File: src/rtl/cnt_slot_sched_pkg.sv
// Shared types and default sizing for the round-robin slot scheduler.
package cnt_slot_sched_pkg;

  typedef enum logic {
    ST_IDLE = 1'b0,
    ST_RUN  = 1'b1
  } sched_state_t;

  localparam int NREQ_DEF  = 4;
  localparam int CW_DEF    = 8;
  localparam int LIMIT_DEF = 10;

endpackage

File: src/rtl/slot_counter.sv
// Modulo slot counter: counts 0..LIMIT while enabled, held at zero otherwise.
module slot_counter
  import cnt_slot_sched_pkg::*;
#(
  parameter int CW    = CW_DEF,
  parameter int LIMIT = LIMIT_DEF
) (
  input  logic          clk,
  input  logic          rst,
  input  logic          en,
  input  logic          clr,
  output logic [CW-1:0] out
);

  logic [CW-1:0] count_q;
  logic [CW-1:0] count_d;

  always_comb begin
    count_d = '0;
    if (en && !clr && (count_q != CW'(LIMIT))) begin
      count_d = count_q + CW'(1);
    end
  end

  always_ff @(posedge clk) begin
    if (rst) begin
      count_q <= '0;
    end else begin
      count_q <= count_d;
    end
  end

  assign out = count_q;

endmodule

File: src/rtl/cnt_slot_sched.sv
// Round-robin scheduler granting one shared slot counter to NREQ requesters,
// with one idle bubble cycle (flagged by slot_end) between consecutive slots.
module cnt_slot_sched
  import cnt_slot_sched_pkg::*;
#(
  parameter int NREQ  = NREQ_DEF,
  parameter int CW    = CW_DEF,
  parameter int LIMIT = LIMIT_DEF,
  localparam int IW   = (NREQ > 1) ? $clog2(NREQ) : 1
) (
  input  logic            clk,
  input  logic            rst,
  input  logic [NREQ-1:0] req,
  output logic [NREQ-1:0] gnt,
  output logic [IW-1:0]   gnt_id,
  output logic            busy,
  output logic [CW-1:0]   out,
  output logic            slot_end
);

  sched_state_t    state_q;
  logic [NREQ-1:0] gnt_q;
  logic [IW-1:0]   gnt_id_q;
  logic [IW-1:0]   ptr_q;
  logic [IW-1:0]   ptr_d;
  logic            busy_q;
  logic            slot_end_q;

  logic            winner_found;
  logic [IW-1:0]   winner_id;
  logic [IW:0]     search_sum;
  logic [IW-1:0]   search_idx;
  logic            slot_done;
  logic [CW-1:0]   count;

  // Search upward from ptr_q; the extra sum bit keeps ptr+i below 2*NREQ so one
  // conditional subtract gives the modulo even when NREQ is not a power of two.
  always_comb begin
    winner_found = 1'b0;
    winner_id    = '0;
    search_sum   = '0;
    search_idx   = '0;
    for (int i = 0; i < NREQ; i++) begin
      search_sum = {1'b0, ptr_q} + (IW+1)'(i);
      if (search_sum >= (IW+1)'(NREQ)) begin
        search_sum = search_sum - (IW+1)'(NREQ);
      end
      search_idx = search_sum[IW-1:0];
      if (!winner_found && req[search_idx]) begin
        winner_found = 1'b1;
        winner_id    = search_idx;
      end
    end
  end

  always_comb begin
    slot_done = (state_q == ST_RUN) &&
                ((count == CW'(LIMIT)) || !req[gnt_id_q]);
    ptr_d     = (gnt_id_q == IW'(NREQ - 1)) ? '0 : gnt_id_q + IW'(1);
  end

  always_ff @(posedge clk) begin
    if (rst) begin
      state_q    <= ST_IDLE;
      gnt_q      <= '0;
      gnt_id_q   <= '0;
      ptr_q      <= '0;
      busy_q     <= 1'b0;
      slot_end_q <= 1'b0;
    end else begin
      slot_end_q <= 1'b0;
      case (state_q)
        ST_IDLE: begin
          if (winner_found) begin
            state_q  <= ST_RUN;
            gnt_q    <= NREQ'(1) << winner_id;
            gnt_id_q <= winner_id;
            busy_q   <= 1'b1;
          end
        end
        ST_RUN: begin
          if (slot_done) begin
            state_q    <= ST_IDLE;
            gnt_q      <= '0;
            busy_q     <= 1'b0;
            slot_end_q <= 1'b1;
            ptr_q      <= ptr_d;
          end
        end
        default: begin
          state_q <= ST_IDLE;
          gnt_q   <= '0;
          busy_q  <= 1'b0;
        end
      endcase
    end
  end

  // A terminal count and a dropped request in the same cycle are one slot end,
  // so the counter only needs the combined slot_done as its clear.
  slot_counter #(
    .CW    (CW),
    .LIMIT (LIMIT)
  ) u_slot_counter (
    .clk (clk),
    .rst (rst),
    .en  (state_q == ST_RUN),
    .clr (slot_done),
    .out (count)
  );

  assign gnt      = gnt_q;
  assign gnt_id   = gnt_id_q;
  assign busy     = busy_q;
  assign out      = count;
  assign slot_end = slot_end_q;

endmodule

File: config.mk
export PLATFORM = sky130hd
export DESIGN_NAME = cnt_slot_sched
export DESIGN_NICKNAME = d
export VERILOG_FILES = /design/src/rtl/cnt_slot_sched_pkg.sv /design/src/rtl/slot_counter.sv /design/src/rtl/cnt_slot_sched.sv
export SDC_FILE = /design/constraint.sdc
export NUM_CORES = 1
export LEC_CHECK = 0
export CAP_MARGIN = 20
export CELL_PAD_IN_SITES_DETAIL_PLACEMENT = 2
export CELL_PAD_IN_SITES_GLOBAL_PLACEMENT = 2
export CORE_ASPECT_RATIO = 1.5
export CORE_MARGIN = 2
export CORE_UTILIZATION = 28
export DETAILED_ROUTE_END_ITERATION = 16
export PLACE_DENSITY_LB_ADDON = 0.25
export SETUP_SLACK_MARGIN = 0.5
export SLEW_MARGIN = 0
export SYNTH_ARGS = -nofsm -noshare
export SYNTH_HDL_FRONTEND = slang
export SYNTH_SLANG_ARGS = --single-unit
File: constraint.sdc
create_clock -name clk -period 1.9 [get_ports clk]
set_input_delay 0.285 -clock clk [delete_from_list [all_inputs] [get_ports clk]]
set_output_delay 0.285 -clock clk [all_outputs]
set_load 0.02 [all_outputs]
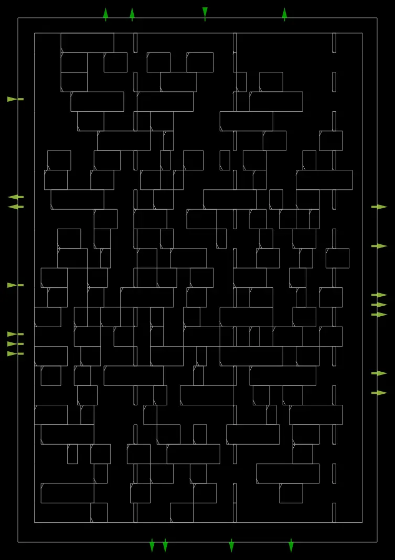
*Cell placement, run 1*
Core Rows: 25
core area: 0.003097 mm2
fill count: 348

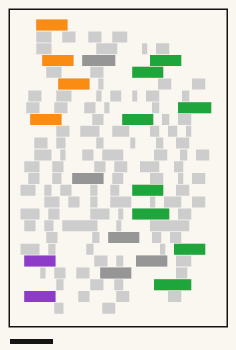
*Sequential cells grouped by signal name, run 1*
The bar under the picture is 10 um long. Other sequential cells in the stronger gray, the rest of the logic in the fainter gray.
[green] u_slot_counter.out | placed flops: 8
[purple] ptr_q | placed flops: 2
[orange] gnt | placed flops: 4 | where: north-west
not colored: 5

==> impl_metrics.csv, run 1 <==
group,metric,value,unit
timing,finalMaxSlewViolations,0,
finish,inverters,2,
logic_synthesis,top_cells_by_count,"19 x dfxtp_1, 10 x nor2_1, 6 x nand3_1",
route,dr.max_layer_used,"met4",
finish,nets,134,
outcome,status,"finished clean",
route,initialDrtViolationCount,7,
worst_setup_path,path_cells,"inv_4 -> ha_4 -> or4bb_1 -> o21ai_2 -> a211oi_2 -> buf_4 -> a32o_1",
logic_synthesis,syn_area,884.6,um2
finish,final-nonclk-buf-share,0.2308,
global_route,met1_usage,0.1463,
timing,max_freq,0.5898,GHz
clock_tree,cts_tree,"yes",
logic_synthesis,ys.flops,19,
logic_synthesis,adder_share,0.04243,
power_and_ir_drop,leakage,0.5714,nW
route,vias_per_cell,5.183,
logic_synthesis,synth_cell_types,36,
finish,synthToLayoutAreaGrowth,43.99,%
power_and_ir_drop,p_sw_frac,0.2815,
worst_setup_path,slowest_delay,430,ps
logic_synthesis,flop_cell,"dfxtp_1",
logic_synthesis,synth_seq_share,0.4300,
worst_setup_path,path_buffers,2,
worst_setup_path,crit_end,"gnt[0]",
worst_setup_path,cp-start-kind,"register",
worst_setup_path,path_depth,7,
job,drv_cap,0,
route,firstDrtPassIters,4,
placed_design,dp_hpwl,1991,um
finish,largest_class,"multi-input combinational cells",
global_route,grt_pass1_vias,912,
route,dr_wl_met2,1496,um
finish,logic_area,484.2,um2
power_and_ir_drop,power.clock.fraction,0.304,
global_route,grtUsageMet3,0.03279,
route,vias,850,
global_route,grt_busiest_layer,"met2",
power_and_ir_drop,power_leader,"sequential cells",
finish,drive_above_1_share,0.2258,
worst_setup_path,timing.rr.start,"u_slot_counter.out[0]",
worst_setup_path,critical-path-top-delay-family,"AND-OR/OR-AND gates",
power_and_ir_drop,p_int,0.0006687,W
timing,slew_headroom,0.7843,
finish,final_util,0.4113,
finish,seq_share,0.3065,
logic_synthesis,ys_warn_count,0,
floorplanning,ios,22,
global_route,grt-ovfl-total,0,
job,tool_warnings,30,
logic_synthesis,synth-xor-area-share,0.05941,
min_path,hold_depth,1,
power_and_ir_drop,p_comb,0.000197,W
power_and_ir_drop,p_seq_frac,0.484,
clock_tree,clk_pin_slew,70,ps
worst_setup_path,r2r.worst_path.cells,7,
clock_tree,cts_resized,16,
finish,design_area,0.001274,mm2
timing,hold_viol,0,
timing,fin_skew,1.832,ps
placed_design,place_ws,-29.89,ps
power_and_ir_drop,p_sw,0.0002620,W
timing,setup_ws,204.5,ps
logic_synthesis,edf_count,0,
logic_synthesis,synthCells,91,
logic_synthesis,yosys-stat-area,884.6,um2
worst_setup_path,criticalPathCategory,"register to register",
clock_tree,cts_buffer_depth,2,
min_path,worstHoldStart,"gnt[3]",
worst_setup_path,cp-end-kind,"register",
placed_design,placed_area,0.001202,mm2
finish,lay_top_cells,"15 x dfxtp_1, 15 x dlygate4sd2_1, 13 x buf_4",
route,wl_per_cell,15.21,um
timing,setup_tns,0,ps
route,wl_met3,98,um
worst_setup_path,startpoint,"u_slot_counter.out[0]",
clock_tree,numCtsBuffers,3,
worst_setup_path,cp_max_fo,4,
global_route,grt_max_degree,11,
finish,clock_area_frac,0.03536,
logic_synthesis,top_logic_kind,"simple AND/OR/NAND/NOR gates",
finish,fin_cells,164,
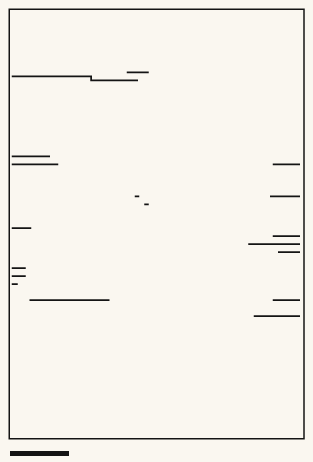
*Met3 routing, run 1*
The bar under the picture is 10 um long.
wire length on this layer: 98.2 um
share of all routed wire: 3.9%
main direction: horizontal
longest straight run: 13.3 um
nets with wire on the layer: 16

==> run 1 -> run 2 <==
HOLD_SLACK_MARGIN = 0.1   (was default)
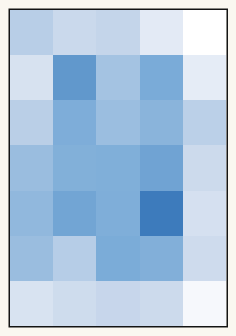
*Cell area per tile, run 2*
The die is cut into 5 by 7 equal tiles; white is low, dark blue is high, 0 to 100% covered.
fullest tile: 70%
mean over tiles: 34%
emptiest ninth of the die: north-east
densest ninth of the die: center
nearly empty tiles: 2.9%
Util after Layout: 0.4113
Init Core Util: 0.2857

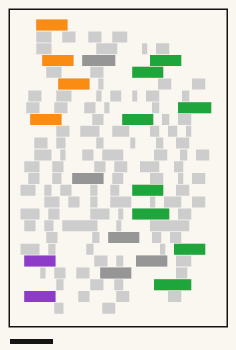
*Sequential cells grouped by signal name, run 2*
The bar under the picture is 10 um long. Other sequential cells in the stronger gray, the rest of the logic in the fainter gray.
[orange] gnt | placed flops: 4 | where: north-west
[green] u_slot_counter.out | placed flops: 8
[purple] ptr_q | placed flops: 2

==> run 2 against run 1 <==
Count of clock-buffer cells in the layout did not move; sequential cell count did not move; core utilization did not move; first-iteration DRC count unchanged; global-route usage unchanged; critical path depth unchanged; design area unchanged; worst setup slack did not move; die area did not move; worst hold slack unchanged.
==> impl_metrics.csv, run 2 <==
group,metric,value,unit
finish,lay_top_cells,"15 x dfxtp_1, 15 x dlygate4sd2_1, 13 x buf_4",
floorplanning,core-area,0.003097,mm2
finish,final-nonclk-buf-share,0.2308,
global_route,grt_max_degree,11,
worst_setup_path,timing.rr.start,"u_slot_counter.out[0]",
finish,seq_share,0.3065,
route,wl_per_cell,15.21,um
worst_setup_path,r2r.worst_path.cells,7,
worst_setup_path,startpoint,"u_slot_counter.out[0]",
logic_synthesis,top_logic_kind,"simple AND/OR/NAND/NOR gates",
clock_tree,numCtsBuffers,3,
logic_synthesis,ys_warn_count,0,
finish,design_area,0.001274,mm2
logic_synthesis,flop_cell,"dfxtp_1",
power_and_ir_drop,p_seq_frac,0.484,
timing,finalMaxSlewViolations,0,
route,vias_per_cell,5.183,
worst_setup_path,cp-start-kind,"register",
route,dr_wl_met2,1496,um
finish,nFillCells,348,
clock_tree,cts_buffer_depth,2,
route,dr.max_layer_used,"met4",
timing,max_freq,0.5898,GHz
logic_synthesis,ys.flops,19,
placed_design,place_ws,-29.89,ps
finish,fin_cells,164,
logic_synthesis,synth_seq_share,0.4300,
worst_setup_path,cp-end-kind,"register",
finish,largest_class,"multi-input combinational cells",
route,wl_met3,98,um
job,tool_warnings,30,
worst_setup_path,criticalPathCategory,"register to register",
min_path,worstHoldStart,"gnt[3]",
clock_tree,cts_resized,16,
timing,setup_ws,204.5,ps
logic_synthesis,top_cells_by_count,"19 x dfxtp_1, 10 x nor2_1, 6 x nand3_1",
placed_design,placed_area,0.001202,mm2
global_route,grt_pass1_vias,912,
global_route,grt-ovfl-total,0,
power_and_ir_drop,p_comb,0.000197,W
route,firstDrtPassIters,4,
clock_tree,cts_tree,"yes",
outcome,status,"finished clean",
global_route,grt_busiest_layer,"met2",
finish,clock_area_frac,0.03536,
worst_setup_path,cp_max_fo,4,
worst_setup_path,critical-path-top-delay-family,"AND-OR/OR-AND gates",
finish,synthToLayoutAreaGrowth,43.99,%
power_and_ir_drop,power.clock.fraction,0.304,
logic_synthesis,syn_area,884.6,um2
floorplanning,ios,22,
timing,hold_viol,0,
Power is estimated from default activity; no workload was simulated.
